==> src/rtl/id_ex_pipe_pkg.sv <==
// Shared definitions for the ID->EX pipeline register.
//   NOP_ALUC_DEF : aluc code shown to execute when no instruction is valid;
//                  it matches no type code, so execute never writes rd or PC.
//   IDEX_W       : width of one packed decoded-instruction payload.
//   idex_t       : field layout of that payload.
package id_ex_pipe_pkg;

  localparam logic [3:0] NOP_ALUC_DEF = 4'b0000;
  localparam int         CNT_W_DEF    = 16;
  localparam int         IDEX_W       = 4 + 8 + 5 + 1 + 32 + 32 + 32;

  typedef struct packed {
    logic [3:0]  aluc;
    logic [7:0]  alucex;
    logic [4:0]  rd_addr;
    logic        rd_wen;
    logic [31:0] rs1_data;
    logic [31:0] rs2_data;
    logic [31:0] pc;
  } idex_t;

endpackage

==> src/rtl/id_ex_pipe_slot.sv <==
// One payload register with a valid bit (used for both the main and skid entry).
// Ports:
//   clk, rst_n : clock, asynchronous active-low reset
//   load       : capture d and set valid (wins over clear)
//   clear      : drop valid, payload kept
//   d          : incoming payload
//   valid, q   : registered valid and payload
module idex_slot
  import id_ex_pipe_pkg::*;
(
  input  logic  clk,
  input  logic  rst_n,
  input  logic  load,
  input  logic  clear,
  input  idex_t d,
  output logic  valid,
  output idex_t q
);

  logic  valid_q, valid_d;
  idex_t data_q, data_d;

  always_comb begin
    valid_d = valid_q;
    data_d  = data_q;
    if (load) begin
      valid_d = 1'b1;
      data_d  = d;
    end else if (clear) begin
      valid_d = 1'b0;
    end
  end

  always_ff @(posedge clk or negedge rst_n) begin
    if (!rst_n) begin
      valid_q <= 1'b0;
      data_q  <= '0;
    end else begin
      valid_q <= valid_d;
      data_q  <= data_d;
    end
  end

  assign valid = valid_q;
  assign q     = data_q;

endmodule

==> src/rtl/id_ex_pipe.sv <==
// Elastic ID->EX pipeline register with a two-entry skid buffer.
// The main entry M drives the id_ex_* bus; the skid entry S absorbs the one
// instruction decode may send in the cycle execute stalls, so id_ready comes
// straight from a flop. A consumed entry with ex_redirect kills everything
// behind it and the kills are counted in a saturating counter.
// Ports:
//   clk, rst_n             : clock, asynchronous active-low reset
//   id_valid/id_ready      : decode handshake (id_ready registered)
//   id_*                   : decoded instruction payload
//   id_ex_valid            : output entry valid
//   ex_ready, ex_redirect  : execute consumes / redirects PC on the output entry
//   id_ex_*                : payload to execute, masked to a NOP when invalid
//   kill_cnt               : saturating count of squashed instructions
module id_ex_pipe
  import id_ex_pipe_pkg::*;
#(
  parameter logic [3:0] NOP_ALUC = NOP_ALUC_DEF,
  parameter int         CNT_W    = CNT_W_DEF
) (
  input  logic             clk,
  input  logic             rst_n,
  input  logic             id_valid,
  output logic             id_ready,
  input  logic [3:0]       id_aluc,
  input  logic [7:0]       id_alucex,
  input  logic [4:0]       id_rd_addr,
  input  logic             id_rd_wen,
  input  logic [31:0]      id_rs1_data,
  input  logic [31:0]      id_rs2_data,
  input  logic [31:0]      id_pc,
  output logic             id_ex_valid,
  input  logic             ex_ready,
  input  logic             ex_redirect,
  output logic [3:0]       id_ex_aluc,
  output logic [7:0]       id_ex_alucex,
  output logic [4:0]       id_ex_rd_addr,
  output logic             id_ex_rd_wen,
  output logic [31:0]      id_ex_rs1_data,
  output logic [31:0]      id_ex_rs2_data,
  output logic [31:0]      id_ex_pc,
  output logic [CNT_W-1:0] kill_cnt
);

  localparam int SUM_W = CNT_W + 1;

  idex_t id_pl, m_din, m_q, s_q;
  logic  m_valid, s_valid;
  logic  m_load, m_clear, s_load, s_clear;
  logic  accept, consume, flush;
  logic  s_valid_next;
  logic  id_ready_q, id_ready_d;
  logic [1:0]       kill_inc;
  logic [SUM_W-1:0] kill_sum;
  logic [CNT_W-1:0] kill_cnt_q, kill_cnt_d;

  assign id_pl = '{aluc: id_aluc, alucex: id_alucex, rd_addr: id_rd_addr,
                   rd_wen: id_rd_wen, rs1_data: id_rs1_data,
                   rs2_data: id_rs2_data, pc: id_pc};

  assign accept  = id_valid & id_ready_q;
  assign consume = m_valid & ex_ready;
  assign flush   = consume & ex_redirect;

  always_comb begin
    m_load   = 1'b0;
    m_clear  = 1'b0;
    s_load   = 1'b0;
    s_clear  = 1'b0;
    m_din    = id_pl;
    kill_inc = 2'd0;
    if (flush) begin
      // The redirecting instruction itself retires; everything younger dies.
      m_clear  = 1'b1;
      s_clear  = 1'b1;
      kill_inc = {1'b0, s_valid} + {1'b0, accept};
    end else if (!m_valid || consume) begin
      if (s_valid) begin
        // accept cannot happen here: id_ready is low while S is full.
        m_load  = 1'b1;
        m_din   = s_q;
        s_clear = 1'b1;
      end else if (accept) begin
        m_load  = 1'b1;
      end else begin
        m_clear = 1'b1;
      end
    end else if (accept) begin
      s_load = 1'b1;
    end
  end

  // Look ahead at S so the registered id_ready tracks ~s_valid exactly.
  assign s_valid_next = s_load | (s_valid & ~s_clear);
  assign id_ready_d   = ~s_valid_next;

  assign kill_sum   = {1'b0, kill_cnt_q} + SUM_W'(kill_inc);
  assign kill_cnt_d = kill_sum[CNT_W] ? {CNT_W{1'b1}} : kill_sum[CNT_W-1:0];

  always_ff @(posedge clk or negedge rst_n) begin
    if (!rst_n) begin
      id_ready_q <= 1'b1;
      kill_cnt_q <= '0;
    end else begin
      id_ready_q <= id_ready_d;
      kill_cnt_q <= kill_cnt_d;
    end
  end

  idex_slot u_m (
    .clk   (clk),
    .rst_n (rst_n),
    .load  (m_load),
    .clear (m_clear),
    .d     (m_din),
    .valid (m_valid),
    .q     (m_q)
  );

  idex_slot u_s (
    .clk   (clk),
    .rst_n (rst_n),
    .load  (s_load),
    .clear (s_clear),
    .d     (id_pl),
    .valid (s_valid),
    .q     (s_q)
  );

  assign id_ready       = id_ready_q;
  assign kill_cnt       = kill_cnt_q;
  assign id_ex_valid    = m_valid;
  assign id_ex_aluc     = m_valid ? m_q.aluc : NOP_ALUC;
  assign id_ex_alucex   = m_valid ? m_q.alucex : 8'd0;
  assign id_ex_rd_addr  = m_valid ? m_q.rd_addr : 5'd0;
  assign id_ex_rd_wen   = m_valid & m_q.rd_wen;
  assign id_ex_rs1_data = m_valid ? m_q.rs1_data : 32'd0;
  assign id_ex_rs2_data = m_valid ? m_q.rs2_data : 32'd0;
  assign id_ex_pc       = m_valid ? m_q.pc : 32'd0;

endmodule

==> config.mk <==
export PLATFORM = sky130hd
export DESIGN_NAME = id_ex_pipe
export DESIGN_NICKNAME = d
export VERILOG_FILES = /design/src/rtl/id_ex_pipe_pkg.sv /design/src/rtl/id_ex_pipe_slot.sv /design/src/rtl/id_ex_pipe.sv
export SDC_FILE = /design/constraint.sdc
export NUM_CORES = 1
export LEC_CHECK = 0
export ABC_AREA = 1
export CAP_MARGIN = 40
export CORE_MARGIN = 3
export CORE_UTILIZATION = 45
export DETAILED_ROUTE_END_ITERATION = 16
export DONT_BUFFER_PORTS = 1
export SYNTH_ARGS = -nofsm -noshare
export SYNTH_HDL_FRONTEND = slang
export SYNTH_SLANG_ARGS = --single-unit
==> constraint.sdc <==
create_clock -name clk -period 3.2 [get_ports clk]
set_input_delay 0.32 -clock clk [delete_from_list [all_inputs] [get_ports clk]]
set_output_delay 0.32 -clock clk [all_outputs]
set_load 0.02 [all_outputs]
**Placement view**

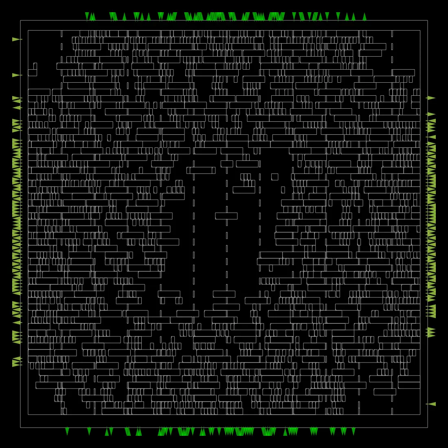
placement row count: 59
Layout fillers: 2,459

==> flow_summary.yaml <==
# generated from flow reports
run_status:
  outcome: "finished, violations left"
  violations: "hold timing"
placement:
  placed_cell_area_um2: 12300
  post-place-ws_ns: 0.346
  dp_cells: 1974
  port-buffer-count: 0
finish:
  clkCellAreaFrac_pct: 7.11
  mostFrequentLayoutCells: "734 x nand2_1, 248 x inv_1, 245 x dfrtp_1"
  nets: 1907
  seqCellArea_um2: 6190
logic_synthesis:
  synthesis.area_um2: 12100
  synthCells: 1714
  xor_share_pct: 0.434
  ys_seq_share_pct: 51.0
  yosys-mux-area-fraction_pct: 0
  simple_gate_area_share_pct: 31.5
  flop_cell: "dfrtp_1"
  top_cell_area_share_pct: 50.8
  syn_nets: 1838
  largest_area_cell: "dfrtp_1"
  synth_area_per_cell_um2: 7.07
  yosysWarningCount: 0
  most_common_cell: "nand2_1"
sta:
  whs_ns: -0.499
  hold_viol: 247
  setup_violations: 0
  fin_crit_ns: 2.83
  tns_ns: 0
  slew_violations: 0
setup_path:
  r2r_slack_ns: 0.37
  critical_path_class: "flop to flop"
  reg2reg_from: "id_ready"
  crit_fanout: 12
  r2r_cells: 10
  end_kind: "flop"
  timing.rr.end: "kill_cnt[13]"
power_and_ir_drop:
  top_power_group: "registers"
  p_int_mw: 7.71
  p_switching_mw: 4.34
  power_frac_clock_pct: 29.1
  p_per_area_nw_per_um2: 833
  switching_share_pct: 36.0
floorplanning:
  fp.dieW_um: 170
  fp-utilization_pct: 46.1
  boundaryPins: 251
  die_y_um: 170
run:
  warnings: 31
clock_network:
  clock_path_buffers: 3
  cts_setup_buffers: 0
  cts_hold_buf: 114
  cts_tree: "built"
  cts_resized: 0
global_route:
  use_met1_pct: 28.7
  grt_overflow: 0
  antenna_found_initial: 2
drt:
  dr.pass1.iters: 5
  drc: 0
**Wire density map**

34 x 34 tiles, from dark blue (low) to red (high), scaled to the fullest tile. Values are wire area over tile area, all layers added.
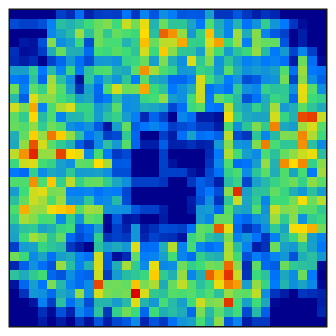
The emptiest ninth of the die: centre. The fullest tile reaches 0.46. 28% of the tiles are over half the peak. The mean over all tiles is 0.16. 8.6% of the tiles are nearly empty.

==> critical path, cell delays in order (launching register included) <==
cell and delay, ns:
dfstp_2 0.59, nand2_1 0.15, ha_1 0.31, inv_1 0.03, nor2_1 0.11, ha_1 0.19, inv_1 0.06, fa_1 0.42
nor2_2 0.23, nand4_1 0.43, nand3_1 0.22
==> state kept, by name, summed over array words and instances (netlist names) <==
| name | flops |
|---|---|
| u_s.q | 114 |
| kill_cnt | 16 |
| u_m.valid | 1 |
| u_m.q | 114 |
| id_ready | 1 |
| u_s.valid | 1 |
==> through the flow <==
stage                     utilization (%)  total power [mW]
after detailed placement             46.7              8.48
after global placement               46.5              8.37
final                                55.0              12.0
after global routing                 55.0              12.9
after CTS                            55.0              12.2
after floorplan                         -              7.79
Power figures rest on the tool's default switching activity, not on a simulated workload.
